--- config.mk ---
export PLATFORM = sky130hd
export DESIGN_NAME = pulse_sync_sched_flat
export DESIGN_NICKNAME = d
export VERILOG_FILES = /design/src/rtl/pulse_sync_pkg.sv /design/src/rtl/pulse_sync_sched_if.sv /design/src/rtl/pulse_sync_sched_pend_cnt.sv /design/src/rtl/pulse_sync_sched.sv /design/src/flat_wrapper.sv
export SDC_FILE = /design/constraint.sdc
export NUM_CORES = 1
export LEC_CHECK = 0
export CORE_UTILIZATION = 57
export CTS_BUF_LIST = sky130_fd_sc_hd__clkbuf_4
export CTS_CLUSTER_SIZE = 30
export DETAILED_ROUTE_END_ITERATION = 16
export GPL_ROUTABILITY_DRIVEN = 0
export MAX_ROUTING_LAYER = met4
export PLACE_DENSITY_LB_ADDON = 0.25
export SETUP_SLACK_MARGIN = 0.2
export SKIP_LAST_GASP = 1
export SLEW_MARGIN = 20
export SYNTH_ARGS = -nofsm -noshare
export SYNTH_HDL_FRONTEND = slang
export SYNTH_SLANG_ARGS = --single-unit
export TNS_END_PERCENT = 5
--- constraint.sdc ---
create_clock -name clk_a -period 2.2 [get_ports clk_a]
set_input_delay 0.33 -clock clk_a [delete_from_list [all_inputs] [get_ports clk_a]]
set_output_delay 0.33 -clock clk_a [all_outputs]
set_load 0.05 [all_outputs]
--- src/rtl/pulse_sync_pkg.sv ---
// -----------------------------------------------------------------------------
// pulse_sync_pkg
// Shared definitions for the pulse synchronizer scheduler slice:
//   - lane count of the downstream 4-lane pulse synchronizer
//   - default counter width and busy-rise wait limit
//   - scheduler FSM state encoding
// -----------------------------------------------------------------------------
package pulse_sync_pkg;

    // Number of event lanes (one pulse_sync per lane downstream).
    localparam int NUM_LANES     = 4;

    // Default width of each per-lane pending counter.
    localparam int DEF_CNT_W     = 4;

    // Default number of WAIT_HI cycles allowed for sync_busy to rise.
    localparam int DEF_BUSY_WAIT = 3;

    // Width of the busy-rise wait counter; covers BUSY_WAIT up to 15.
    localparam int WAIT_W        = 4;

    // Scheduler FSM states.
    typedef enum logic [1:0] {
        ST_IDLE    = 2'd0,
        ST_ISSUE   = 2'd1,
        ST_WAIT_HI = 2'd2,
        ST_WAIT_LO = 2'd3
    } sched_state_e;

endpackage : pulse_sync_pkg

--- src/rtl/pulse_sync_sched_if.sv ---
// -----------------------------------------------------------------------------
// pulse_sync_sched_if
// Groups the event-side, synchronizer-side and status signals of the
// pulse_sync_sched block.
//   ev_in     : event pulses, one bit per lane
//   sync_busy : busy from the downstream synchronizer
//   err_clr   : clears the sticky error flags
//   sig_4bit  : one-cycle pulses to the synchronizer
//   pend_nz   : per-lane pending count non-zero
//   overflow  : sticky per-lane counter overflow
//   busy_tmo  : sticky busy-rise timeout
//   idle      : scheduler idle and nothing pending
// Modport slave is the scheduler side, master is the environment side.
// -----------------------------------------------------------------------------
interface pulse_sync_sched_if;

    logic [pulse_sync_pkg::NUM_LANES-1:0] ev_in;
    logic                                 sync_busy;
    logic                                 err_clr;
    logic [pulse_sync_pkg::NUM_LANES-1:0] sig_4bit;
    logic [pulse_sync_pkg::NUM_LANES-1:0] pend_nz;
    logic [pulse_sync_pkg::NUM_LANES-1:0] overflow;
    logic                                 busy_tmo;
    logic                                 idle;

    modport slave (
        input  ev_in,
        input  sync_busy,
        input  err_clr,
        output sig_4bit,
        output pend_nz,
        output overflow,
        output busy_tmo,
        output idle
    );

    modport master (
        output ev_in,
        output sync_busy,
        output err_clr,
        input  sig_4bit,
        input  pend_nz,
        input  overflow,
        input  busy_tmo,
        input  idle
    );

endinterface : pulse_sync_sched_if

--- src/rtl/pulse_sync_sched_pend_cnt.sv ---
// -----------------------------------------------------------------------------
// pend_cnt
// Saturating per-lane pending-event counter with sticky overflow flag.
//   clk_i     : clock
//   rst_i     : synchronous active-high reset
//   inc_i     : one event arrived this cycle
//   dec_i     : one event issued this cycle (only asserted when count != 0)
//   err_clr_i : clears the overflow flag
//   nz_o      : count is non-zero
//   ovf_o     : sticky, an event arrived while the count was saturated
// -----------------------------------------------------------------------------
module pend_cnt #(
    parameter int CNT_W = 4
) (
    input  logic clk_i,
    input  logic rst_i,
    input  logic inc_i,
    input  logic dec_i,
    input  logic err_clr_i,
    output logic nz_o,
    output logic ovf_o
);

    localparam logic [CNT_W-1:0] CNT_MAX  = {CNT_W{1'b1}};
    localparam logic [CNT_W-1:0] CNT_ZERO = {CNT_W{1'b0}};
    localparam logic [CNT_W-1:0] CNT_ONE  = CNT_W'(1);

    logic [CNT_W-1:0] cnt_q;
    logic [CNT_W-1:0] cnt_d;
    logic             ovf_q;
    logic             ovf_d;
    logic             ovf_set_s;

    // Next count: inc and dec together cancel, saturation holds the count.
    always_comb begin
        cnt_d     = cnt_q;
        ovf_set_s = 1'b0;
        case ({inc_i, dec_i})
            2'b10: begin
                if (cnt_q == CNT_MAX) begin
                    ovf_set_s = 1'b1;
                    cnt_d     = cnt_q;
                end else begin
                    cnt_d     = cnt_q + CNT_ONE;
                end
            end
            2'b01: begin
                // Guard against underflow even though the issue mask never
                // selects an empty lane.
                if (cnt_q != CNT_ZERO) begin
                    cnt_d = cnt_q - CNT_ONE;
                end else begin
                    cnt_d = cnt_q;
                end
            end
            default: begin
                cnt_d = cnt_q;
            end
        endcase
    end

    // Sticky overflow: a new overflow wins over a clear in the same cycle.
    always_comb begin
        if (ovf_set_s) begin
            ovf_d = 1'b1;
        end else if (err_clr_i) begin
            ovf_d = 1'b0;
        end else begin
            ovf_d = ovf_q;
        end
    end

    // Counter and overflow state registers.
    always_ff @(posedge clk_i) begin
        if (rst_i) begin
            cnt_q <= CNT_ZERO;
            ovf_q <= 1'b0;
        end else begin
            cnt_q <= cnt_d;
            ovf_q <= ovf_d;
        end
    end

    assign nz_o  = (cnt_q != CNT_ZERO);
    assign ovf_o = ovf_q;

endmodule : pend_cnt

--- src/rtl/pulse_sync_sched.sv ---
// -----------------------------------------------------------------------------
// pulse_sync_sched
// Fast-domain scheduler in front of a 4-lane pulse synchronizer. Events are
// counted per lane; when the synchronizer is idle all pending lanes are
// issued together as a one-cycle pulse on sig_4bit, then the scheduler waits
// for sync_busy to rise and fall before the next transfer.
//   clk_a : fast clock
//   rst   : synchronous active-high reset
//   bus   : pulse_sync_sched_if.slave
//           ev_in / sync_busy / err_clr in,
//           sig_4bit / pend_nz / overflow / busy_tmo / idle out
// -----------------------------------------------------------------------------
module pulse_sync_sched
    import pulse_sync_pkg::*;
#(
    parameter int CNT_W     = DEF_CNT_W,
    parameter int BUSY_WAIT = DEF_BUSY_WAIT
) (
    input  logic               clk_a,
    input  logic               rst,
    pulse_sync_sched_if.slave  bus
);

    localparam logic [1:0] S_IDLE    = ST_IDLE;
    localparam logic [1:0] S_ISSUE   = ST_ISSUE;
    localparam logic [1:0] S_WAIT_HI = ST_WAIT_HI;
    localparam logic [1:0] S_WAIT_LO = ST_WAIT_LO;

    localparam logic [WAIT_W-1:0] WAIT_LIM  = WAIT_W'(BUSY_WAIT);
    localparam logic [WAIT_W-1:0] WAIT_ZERO = {WAIT_W{1'b0}};
    localparam logic [WAIT_W-1:0] WAIT_ONE  = WAIT_W'(1);

    logic [1:0]           state_q;
    logic [1:0]           state_d;
    logic [WAIT_W-1:0]    wait_q;
    logic [WAIT_W-1:0]    wait_d;
    logic [NUM_LANES-1:0] sig_q;
    logic [NUM_LANES-1:0] sig_d;
    logic                 tmo_q;
    logic                 tmo_d;
    logic                 tmo_set_s;
    logic [NUM_LANES-1:0] nz_s;
    logic [NUM_LANES-1:0] ovf_s;

    // Per-lane pending counters. sig_q is only non-zero during ISSUE, so it
    // doubles as the issue mask that decrements the selected lanes.
    for (genvar i = 0; i < NUM_LANES; i++) begin : g_lane
        pend_cnt #(
            .CNT_W (CNT_W)
        ) u_pend_cnt (
            .clk_i     (clk_a),
            .rst_i     (rst),
            .inc_i     (bus.ev_in[i]),
            .dec_i     (sig_q[i]),
            .err_clr_i (bus.err_clr),
            .nz_o      (nz_s[i]),
            .ovf_o     (ovf_s[i])
        );
    end

    // Scheduler FSM next-state, issue mask and busy-rise wait counter.
    always_comb begin
        state_d   = state_q;
        wait_d    = wait_q;
        sig_d     = {NUM_LANES{1'b0}};
        tmo_set_s = 1'b0;
        case (state_q)
            S_IDLE: begin
                // The mask is loaded with the transition so the pulse is
                // registered and visible in the ISSUE cycle itself.
                if ((|nz_s) && !bus.sync_busy) begin
                    sig_d   = nz_s;
                    state_d = S_ISSUE;
                end else begin
                    state_d = S_IDLE;
                end
            end
            S_ISSUE: begin
                wait_d  = WAIT_ZERO;
                state_d = S_WAIT_HI;
            end
            S_WAIT_HI: begin
                if (bus.sync_busy) begin
                    state_d = S_WAIT_LO;
                end else if ((wait_q + WAIT_ONE) == WAIT_LIM) begin
                    // Busy never rose: flag it and treat the transfer as done.
                    tmo_set_s = 1'b1;
                    state_d   = S_IDLE;
                end else begin
                    wait_d  = wait_q + WAIT_ONE;
                    state_d = S_WAIT_HI;
                end
            end
            S_WAIT_LO: begin
                if (!bus.sync_busy) begin
                    state_d = S_IDLE;
                end else begin
                    state_d = S_WAIT_LO;
                end
            end
            default: begin
                state_d = S_IDLE;
            end
        endcase
    end

    // Sticky timeout: a new timeout wins over a clear in the same cycle.
    always_comb begin
        if (tmo_set_s) begin
            tmo_d = 1'b1;
        end else if (bus.err_clr) begin
            tmo_d = 1'b0;
        end else begin
            tmo_d = tmo_q;
        end
    end

    // FSM, wait counter, pulse and timeout registers.
    always_ff @(posedge clk_a) begin
        if (rst) begin
            state_q <= S_IDLE;
            wait_q  <= WAIT_ZERO;
            sig_q   <= {NUM_LANES{1'b0}};
            tmo_q   <= 1'b0;
        end else begin
            state_q <= state_d;
            wait_q  <= wait_d;
            sig_q   <= sig_d;
            tmo_q   <= tmo_d;
        end
    end

    assign bus.sig_4bit = sig_q;
    assign bus.pend_nz  = nz_s;
    assign bus.overflow = ovf_s;
    assign bus.busy_tmo = tmo_q;
    assign bus.idle     = (state_q == S_IDLE) && !(|nz_s);

endmodule : pulse_sync_sched

--- src/flat_wrapper.sv ---
// flat-port wrapper written by rule: the top's interface ports become plain ports
module pulse_sync_sched_flat import pulse_sync_pkg::*;
#(
    parameter int CNT_W     = DEF_CNT_W,
    parameter int BUSY_WAIT = DEF_BUSY_WAIT
)
  (clk_a, rst, bus_ev_in, bus_sync_busy, bus_err_clr, bus_sig_4bit, bus_pend_nz, bus_overflow, bus_busy_tmo, bus_idle);
  pulse_sync_sched_if bus_i ();
  input  logic clk_a;
  input  logic rst;
  input wire logic [$bits(bus_i.ev_in)-1:0] bus_ev_in;
  input wire logic [$bits(bus_i.sync_busy)-1:0] bus_sync_busy;
  input wire logic [$bits(bus_i.err_clr)-1:0] bus_err_clr;
  output wire logic [$bits(bus_i.sig_4bit)-1:0] bus_sig_4bit;
  output wire logic [$bits(bus_i.pend_nz)-1:0] bus_pend_nz;
  output wire logic [$bits(bus_i.overflow)-1:0] bus_overflow;
  output wire logic [$bits(bus_i.busy_tmo)-1:0] bus_busy_tmo;
  output wire logic [$bits(bus_i.idle)-1:0] bus_idle;
  assign bus_i.ev_in = bus_ev_in;
  assign bus_i.sync_busy = bus_sync_busy;
  assign bus_i.err_clr = bus_err_clr;
  assign bus_sig_4bit = bus_i.sig_4bit;
  assign bus_pend_nz = bus_i.pend_nz;
  assign bus_overflow = bus_i.overflow;
  assign bus_busy_tmo = bus_i.busy_tmo;
  assign bus_idle = bus_i.idle;
  pulse_sync_sched #(.CNT_W(CNT_W), .BUSY_WAIT(BUSY_WAIT)) u_core (.clk_a(clk_a), .rst(rst), .bus(bus_i));
endmodule
Run 1, ports around the boundary:
Scale bar: 20 um. Pins as bars across the die edge, other pins in gray.
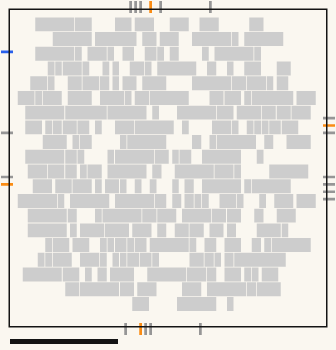
clk_a -> blue  # pins 1, direction input, edge left
bus_sig_4bit -> orange  # pins 4, direction output, edge 1 right, 1 left, 1 bottom, 1 top
all pins by edge = 7 right, 6 top, 5 bottom, 4 left

Run 1, the clock network:
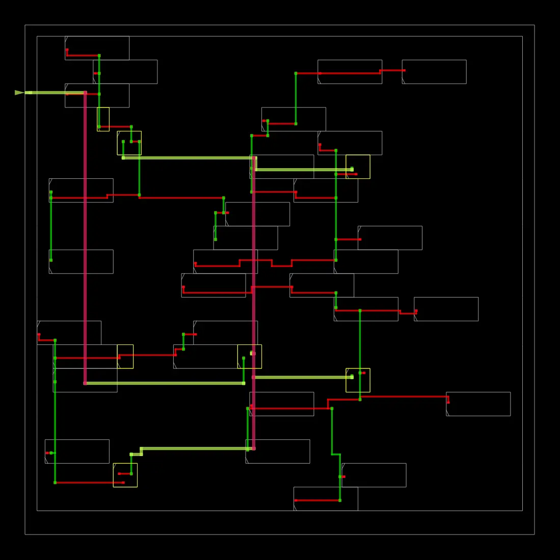
clkbuf count: 5
Num Clock Sinks: 31

Run 1, wiring heat map:
The die is cut into 12 by 12 equal tiles; white is low, dark blue is high, scaled to the fullest tile. Values are wire area over tile area, all layers added.
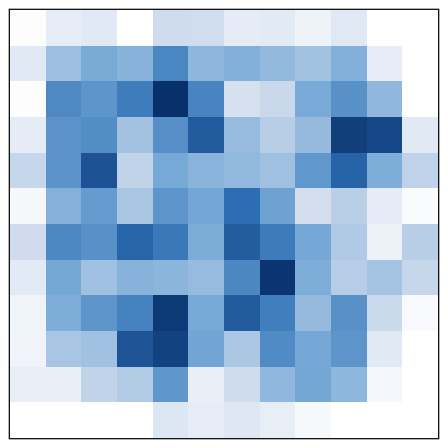
nearly empty tiles = 11%
emptiest ninth of the die = bottom right
mean over tiles = 0.16
fullest tile = 0.43
tiles over half the peak = 33%
global router's overall resource usage: 0.244
routed len/inst: 13.0 um

[run 1: routing by layer]
layer / vias to the layer above / GRT usage / share of wire
li1: 718 / - / -
met1: 684 / 0.273 / 0.45
met2: 22 / 0.392 / 0.49
met3: 8 / 0.0725 / 0.035
met4: 0 / 0.133 / 0.025
met5: - / - / 0
[run 1: through the flow]
step,instances,hold slack (ns)
4_1_cts,268,0.478
2_1_floorplan,209,0.456
5_1_grt,268,0.518
3_5_place_dp,261,0.453
6_report,268,0.467
3_3_place_gp,261,0.440
[run 1: power groups by stage]
stage | clock network [uW] | registers (uW) | logic (uW)
3_3_place_gp | 0 | 695 | 495
3_5_place_dp | 0 | 700 | 519
5_1_grt | 346 | 706 | 558
2_1_floorplan | 0 | 676 | 424
4_1_cts | 321 | 687 | 504
6_report | 310 | 698 | 513
[run 1: worst max path at each step]
stage | endpoint | slack (ns) | depth (start not counted)
4_1_cts | bus_idle | 0.06 | 4
2_1_floorplan | bus_idle | 0.40 | 3
6_report | bus_idle | 0.15 | 4
5_1_grt | bus_idle | 0.05 | 4
3_5_place_dp | u_core.g_lane[0].u_pend_cnt.cnt_q[3]$_SDFFE_PP0P_ | -0.04 | 9
3_3_place_gp | u_core.g_lane[2].u_pend_cnt.cnt_q[3]$_SDFFE_PP0P_ | 0.05 | 9
[run 1: repair_timing]
action,4_1_cts,5_1_grt
resized,4,3
pin swaps,0,0
setup buffers,0,0
endpoints found under the setup margin,5,6
[run 1: state kept, by name, indices dropped and copies added, names as in the netlist]
register                        flops
u_core.g_lane.u_pend_cnt.ovf_o      4
u_core.g_lane.u_pend_cnt.cnt_q     16
u_core.state_q                      2
u_core.bus.sig_4bit                 4
u_core.bus.busy_tmo                 1
u_core.wait_q                       4
[run 1: area by class of cell]
class                   instances  area (sq um)  share of cell area
clock inverters                 2          8.76             0.00421
clock buffers                   5          37.5              0.0181
repair buffers                 24           238               0.114
inverters                      20          75.1              0.0361
multi-input cells             142          1040               0.502
well taps                      44          55.1              0.0265
flip-flops and latches         31           621               0.298
[run 1: Yosys cell counts (2+ instances only)]
| library cell | n | share of area |
|---|---|---|
| a211oi_1 | 4 | 0.017 |
| a21o_1 | 4 | 0.017 |
| a21oi_1 | 13 | 0.036 |
| buf_4 | 12 | 0.050 |
| clkbuf_1 | 4 | 0.0083 |
| dfxtp_1 | 31 | 0.34 |
| fa_1 | 4 | 0.044 |
| ha_1 | 10 | 0.069 |
| inv_1 | 20 | 0.041 |
| mux2i_1 | 8 | 0.044 |
| nand2_1 | 15 | 0.031 |
| nand2b_1 | 4 | 0.014 |
| nand3_1 | 2 | 0.0055 |
| nand3b_1 | 4 | 0.017 |
| nand4_1 | 5 | 0.017 |
| nor2_1 | 31 | 0.064 |
| nor2b_1 | 6 | 0.021 |
| nor3_1 | 3 | 0.0083 |
| nor3b_1 | 3 | 0.012 |
| nor4_2 | 4 | 0.028 |
| o21ai_0 | 2 | 0.0055 |
| xnor2_1 | 12 | 0.058 |
[run 1: worst min-delay path, cell delays in order, from the launching register on]
cell and delay, ns:
dfxtp_1 0.34, nand2_1 0.04, o21ai_0 0.06
==> job_summary.md, run 1 <==
### Metrics collected by this job

| Metric | Value |
|---|---|
| Maximum root-to-sink buffer count | `2` |
| CP cell instances | `nor4_4 > nand4_1 > nor3_2 > buf_12` |
| Pwr/cell area | `731 nW/um^2` |
| Largest clock skew in the final design | `0.0164 ns` |
| Number of global-route vias before repair | `1431` |
| Filler cell count in the final layout | `257` |
| Row count | `20` |
| Largest incremental delay on the critical path | `0.39 ns` |
| Syn Inst Count | `209` |
| Post-synthesis average cell area | `8.68 sq um` |
| Share of post-route cells with drive strength above 1 | `0.0848` |
| H-tree depth | `2` |
| Final max-slew violation count | `0` |
| Launch point of the worst hold path | `u_core.bus.busy_tmo$_SDFFE_PP0P_` |
| Max Clk Rate | `488 MHz` |
| Area fraction in full adders, half adders and majority gates | `0.113` |
| Hold/Removal Path Class | `register to register` |
| Cells in synth_stat.txt | `209` |
| 1st-iter DRT viols | `47` |
| Number of vias per cell | `5.34` |
| Number of endpoints failing setup at the final stage | `0` |
| Data arrival time of the critical path | `1.72 ns` |
| Fraction of the cycle the final worst path needs | `0.932` |
| Number of I/O port buffers | `21` |
| Area of placed instances | `2010 sq um` |
| Share of flip-flops with an asynchronous set or reset | `0` |
| Beginning of the worst register-to-register path | `u_core.bus.sig_4bit[0]$_SDFF_PP0_` |
| DRC viols | `0` |
| Worst EP required | `1.87 ns` |
| Unique cell type count in the Yosys netlist | `30` |
| Count of antenna-violating nets left after detailed routing | `0` |
| Overall routed net length | `3.49 mm` |
| Unrepaired setup endpoints after global routing | `yes` |
| Switching power total | `588 uW` |
| Antenna violations before repair | `0` |
| Sequential-to-total area share from yosys stat | `0.342` |
| Crit Path Max Fanout | `5` |
| Status | `completed` |
| Die boundary height | `58.4 um` |
| Die outline area | `3410 sq um` |
| Setup slack, reg-to-reg | `0.45 ns` |
| Inserted Diodes | `0` |
| Final hold vios | `0` |
| Leak | `0.000911 uW` |
| Dominant combinational cell family by area after synthesis | `simple AND/OR/NAND/NOR gates` |
| Final setup slack of the worst path | `0.149 ns` |
| Clock transition at path regs | `0.10 ns` |
| Worst Setup Slack post-DPL | `-0.0394 ns` |
| Internal power | `933 uW` |
| Area reported by Yosys stat | `1810 sq um` |
| Critical path origin | `u_core.g_lane[0].u_pend_cnt.cnt_q[0]$_SDFFE_PP0P_` |
| Area added between synthesis and finish | `14.6%` |
| Switching Share | `0.386` |
| Proportion of synthesized area in mux cells | `0.0441` |
| Fraction of the core area occupied by cells at floorplan | `0.599` |
| Master of the slowest instance on the critical path | `dfxtp_1` |
| Capture endpoint of the worst hold path | `u_core.bus.busy_tmo$_SDFFE_PP0P_` |
| Classification of the worst setup path | `register to output port` |
| Register share of total power | `0.459` |
| Total design power | `1520 uW` |
| Total I/O pin count | `22` |
| Total overflow reported by the global router | `0` |
| Tool warning count | `29` |
| Finished Core Util | `0.687` |
| Slew at the pin closest to its max-slew limit | `0.509 ns` |
| Combinational group share of total power | `0.337` |
| Depth of the worst register-to-register path | `8` |
| Insertion delay to the later sink of the worst-skew pair | `0.34 ns` |
| Detailed-routing iteration count for the pre-antenna-repair pass | `4` |
| Family of cells with the greatest summed delay on the critical path | `simple AND/OR/NAND/NOR gates` |
| Maximum capacitance violations | `0` |
| Top FF cell, synth | `dfxtp_1` |
| Fraction of the mapped netlist area in simple logic gates | `0.217` |
| Post-detail-place hpwl | `2.63 mm` |
| XOR-XNOR Cells, Area Fraction | `0.0579` |
| Maximum number of pins on one net before global-route repair | `28` |
| CTS Root Buffer Type | `clkbuf_4` |
| First-pass GRT wire length | `5.98 mm` |
| Critical path buffer and inverter count | `1` |
| Min cycle time layout | `2.05 ns` |
| Post-cts hold-fix buffer tally | `0` |
| AO/OA Area Share | `0.126` |
| Synth Register Bits | `31` |
| TritonCTS clock tree | `yes` |
| Max VDD drop | `424 uV` |
| Final total negative setup slack | `0 ns` |
| Number of nets produced by synthesis | `231` |
| Final cell area excluding filler cells | `2080 sq um` |
| Core area | `3030 sq um` |
| Clock Power Share | `0.204` |
| Post-synthesis instance area | `1810 sq um` |
| Tightest slew margin relative to the limit | `0.660` |
| Hold path depth | `2` |
| Horizontal die dimension | `58.4 um` |
| Nets | `246` |
| Highest-count cells in the layout ignoring fill and taps | `31 x nor2_1, 31 x dfxtp_1, 20 x inv_1, 16 x clkdlybuf4s50_1, 15 x nand2_1` |
| Via Count | `1432` |
| Critical path endpoint category | `output port` |
| Tally of yosys warning messages | `0` |
| Cts bufs inserted | `5` |
| Number of synthesized flops with an enable pin | `0` |
| R2r endpoint | `u_core.g_lane[0].u_pend_cnt.cnt_q[3]$_SDFFE_PP0P_` |
==> run 2, diff against run 1 <==
- CAP_MARGIN: not set -> 30
- RECOVER_POWER: not set -> 25
Run 2, layout detail:
Scale bar: 5 um. Window x 19 to 39, y 31 to 51 um. Cells in gray, sequential cells in the stronger gray; small squares are vias.
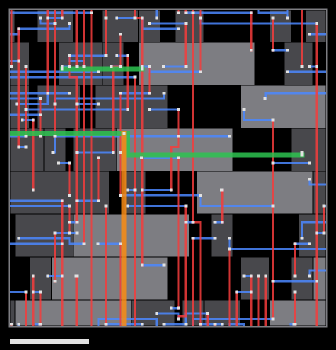
met2 -> red
met3 -> green
met4 -> orange
met1 -> blue
cells with their middle in the window = 32
sequential cells in the window = 7
netlist names of flops here include = u_core.bus.sig_4bit (3), u_core.g_lane.u_pend_cnt.cnt_q (2), u_core.g_lane.u_pend_cnt.ovf_o (2)
most frequent = nor2_1 (7), dfxtp_1 (7), inv_1 (3)

Run 2, ports around the boundary:
Scale bar: 20 um. Pins as bars across the die edge, other pins in gray.
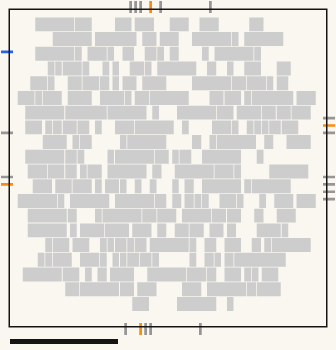
clk_a -> blue  # pins 1, direction input, edge left
bus_sig_4bit -> orange  # pins 4, direction output, edge 1 right, 1 left, 1 bottom, 1 top

==> run 2 against run 1 <==
Clock-buffer cell count is the same. Largest power group unchanged. Final area shrank 0.18%. Via count is essentially flat. Wire length is essentially flat. Clock skew is essentially flat. Clock power is essentially flat. Sequential share of layout area grew 0.054 points. Final cell count is the same. Core utilization shrank 0.12 points. Hold slack is essentially flat.
==> job_summary.md, run 2 <==
### Metrics collected by this job

| Metric | Value |
|---|---|
| Min cycle time layout | `2.05 ns` |
| Largest Register | `u_core.g_lane.u_pend_cnt.cnt_q` |
| Master of the slowest instance on the critical path | `dfxtp_1` |
| Highest-count cells in the layout ignoring fill and taps | `31 x nor2_1, 31 x dfxtp_1, 20 x inv_1, 15 x nand2_1, 14 x clkdlybuf4s50_1` |
| Number of vias per cell | `5.35` |
| Setup slack, reg-to-reg | `0.41 ns` |
| Capture endpoint of the worst hold path | `u_core.bus.busy_tmo$_SDFFE_PP0P_` |
| Clock transition at path regs | `0.10 ns` |
| Post-synthesis average cell area | `8.68 sq um` |
| H-tree depth | `2` |
| Post-detail-place hpwl | `2.63 mm` |
| Hold/Removal Path Class | `register to register` |
| CTS Root Buffer Type | `clkbuf_4` |
| Share of post-route cells with drive strength above 1 | `0.0804` |
| Inserted Diodes | `0` |
| Syn Inst Count | `209` |
| Final hold vios | `0` |
| Max Clk Rate | `488 MHz` |
| Num Clock Sinks | `31` |
| Number of endpoints failing setup at the final stage | `0` |
| Post-synthesis instance area | `1810 sq um` |
| Critical path endpoint category | `output port` |
| Global router's overall resource usage | `0.244` |
| Cells in synth_stat.txt | `209` |
| Setup Fix Bufs, Post-CTS | `0` |
| Status | `completed` |
| Routed len/inst | `13.0 um` |
| CP cell instances | `nor4_4 > nand4_1 > nor3_2 > buf_12` |
| Largest incremental delay on the critical path | `0.39 ns` |
| Tally of yosys warning messages | `0` |
| Slew at the pin closest to its max-slew limit | `1.15 ns` |
| Number of synthesized flops with an enable pin | `0` |
| Area reported by Yosys stat | `1810 sq um` |
| Overall routed net length | `3.49 mm` |
| Number of I/O port buffers | `21` |
| Final total negative setup slack | `0 ns` |
| Leading area contributor after synthesis | `dfxtp_1` |
| Number of global-route vias before repair | `1431` |
| Number of flip-flops in the largest register | `16` |
| Die boundary height | `58.4 um` |
| Leak | `0.000908 uW` |
| Count of antenna-violating nets left after detailed routing | `0` |
| Hold path depth | `2` |
| Synth Register Bits | `31` |
| Horizontal die dimension | `58.4 um` |
| Total overflow reported by the global router | `0` |
| Core area | `3030 sq um` |
| Number of nets produced by synthesis | `231` |
| Share of flip-flops with an asynchronous set or reset | `0` |
| Nets | `246` |
| Most numerous cell types in the synthesized netlist | `31 x dfxtp_1, 31 x nor2_1, 20 x inv_1, 15 x nand2_1, 13 x a21oi_1` |
| Detailed-routing iteration count for the pre-antenna-repair pass | `4` |
| Row count | `20` |
| First-pass GRT wire length | `5.98 mm` |
| Number of cells after detailed placement | `261` |
| Fraction of the cycle the final worst path needs | `0.932` |
| Data arrival time of the critical path | `1.72 ns` |
| Pwr/cell area | `732 nW/um^2` |
| Total design power | `1520 uW` |
| Total I/O pin count | `22` |
| Max VDD drop | `424 uV` |
| Depth of the worst register-to-register path | `8` |
| TritonCTS clock tree | `yes` |
| Maximum capacitance violations | `0` |
| Final cell area excluding filler cells | `2080 sq um` |
| Crit Path Max Fanout | `5` |
| Share of Yosys cell area claimed by the top area cell type | `0.342` |
| Tool warning count | `29` |
| R2r endpoint | `u_core.g_lane[0].u_pend_cnt.cnt_q[3]$_SDFFE_PP0P_` |
| Maximum root-to-sink buffer count | `2` |
| DRC viols | `0` |
| Post-synth area hogs | `dfxtp_1 34%, ha_1 6.9%, nor2_1 6.4%` |
| Insertion delay to the later sink of the worst-skew pair | `0.34 ns` |
| Antenna violations before repair | `0` |
| Top FF cell, synth | `dfxtp_1` |
| 1st-iter DRT viols | `47` |
| Launch point of the worst hold path | `u_core.bus.busy_tmo$_SDFFE_PP0P_` |
| Maximum number of pins on one net before global-route repair | `28` |
| Unrepaired setup endpoints after global routing | `yes` |
| Final max-slew violation count | `0` |
| Finished Layout Cells | `268` |
Run 2, wiring heat map:
The die is cut into 12 by 12 equal tiles; white is low, dark blue is high, scaled to the fullest tile. Values are wire area over tile area, all layers added.
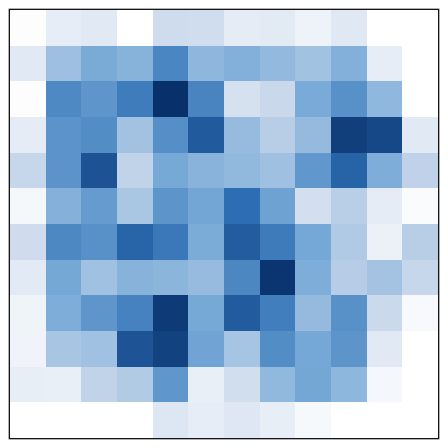
mean over tiles = 0.16
tiles over half the peak = 33%
fullest tile = 0.43
densest ninth of the die = middle

==> run 2: per-layer routing <==
metal / track usage / up-vias / wire [um]
met5: - / - / 0
met2: 0.392 / 22 / 1720
met3: 0.0725 / 8 / 121
li1: - / 719 / -
met1: 0.273 / 684 / 1560
met4: 0.133 / 0 / 88
==> run 2: metrics by stage <==
step                utilization  setup WS (ns)
finish                    0.686          0.149
global route              0.686         0.0517
CTS                       0.678         0.0650
detailed placement        0.664        -0.0394
global placement          0.664         0.0450
floorplan                     -          0.396
==> run 2: cell families (layout without fill, tap and decap cells) <==
| logic type | Yosys count | after routing | share of synthesized area |
|---|---|---|---|
| multiplexers | 8 | 8 | 0.0441 |
| flip-flops | 31 | 31 | 0.342 |
| AND/OR/NAND/NOR | 77 | 77 | 0.217 |
| adder cells (fa/ha/maj) | 14 | 14 | 0.113 |
| XOR/XNOR | 12 | 12 | 0.0579 |
| buffers and inverters | 36 | 51 | 0.0993 |
| AND-OR/OR-AND | 31 | 31 | 0.126 |
==> run 2: cell type report <==
class	instances	area [sq um]
well taps	44	55.1
inverters	20	75.1
clock inverters	2	8.76
clock buffers	5	37.5
repair buffers	24	234
fillers	259	952
multi-input cells	142	1040
flip-flops and latches	31	621
==> run 2: how the worst max path moves through the flow <==
stage,startpoint,end,cells after the start
CTS,u_core.g_lane[0].u_pend_cnt.cnt_q[0]$_SDFFE_PP0P_,bus_idle,4
detailed placement,bus_ev_in[0],u_core.g_lane[0].u_pend_cnt.cnt_q[3]$_SDFFE_PP0P_,9
floorplan,u_core.g_lane[2].u_pend_cnt.cnt_q[0]$_SDFFE_PP0P_,bus_idle,3
finish,u_core.g_lane[0].u_pend_cnt.cnt_q[0]$_SDFFE_PP0P_,bus_idle,4
global route,u_core.g_lane[0].u_pend_cnt.cnt_q[0]$_SDFFE_PP0P_,bus_idle,4
global placement,bus_ev_in[2],u_core.g_lane[2].u_pend_cnt.cnt_q[3]$_SDFFE_PP0P_,9
==> run 2: timing repair <==
| action | CTS | global route |
|---|---|---|
| endpoints found under the setup margin | 5 | 6 |
| resized | 4 | 3 |
| hold buffers | 0 | 0 |
| endpoints found under the hold margin | 0 | 0 |
==> run 2: critical path, delay by kind of cell, from the launching register on <==
kind | cells | cell delay (ns)
and+or+nand+nor | 3 | 0.83
DFF | 1 | 0.39
buffers and inverters | 1 | 0.17
==> run 2: where the power goes <==
group          internal, uW  leakage (uW)  switching (uW)
clock                   113     0.0000285             197
combinational           206      0.000627             306
sequential              613      0.000253            85.2
Power is estimated from default activity; no workload was simulated.
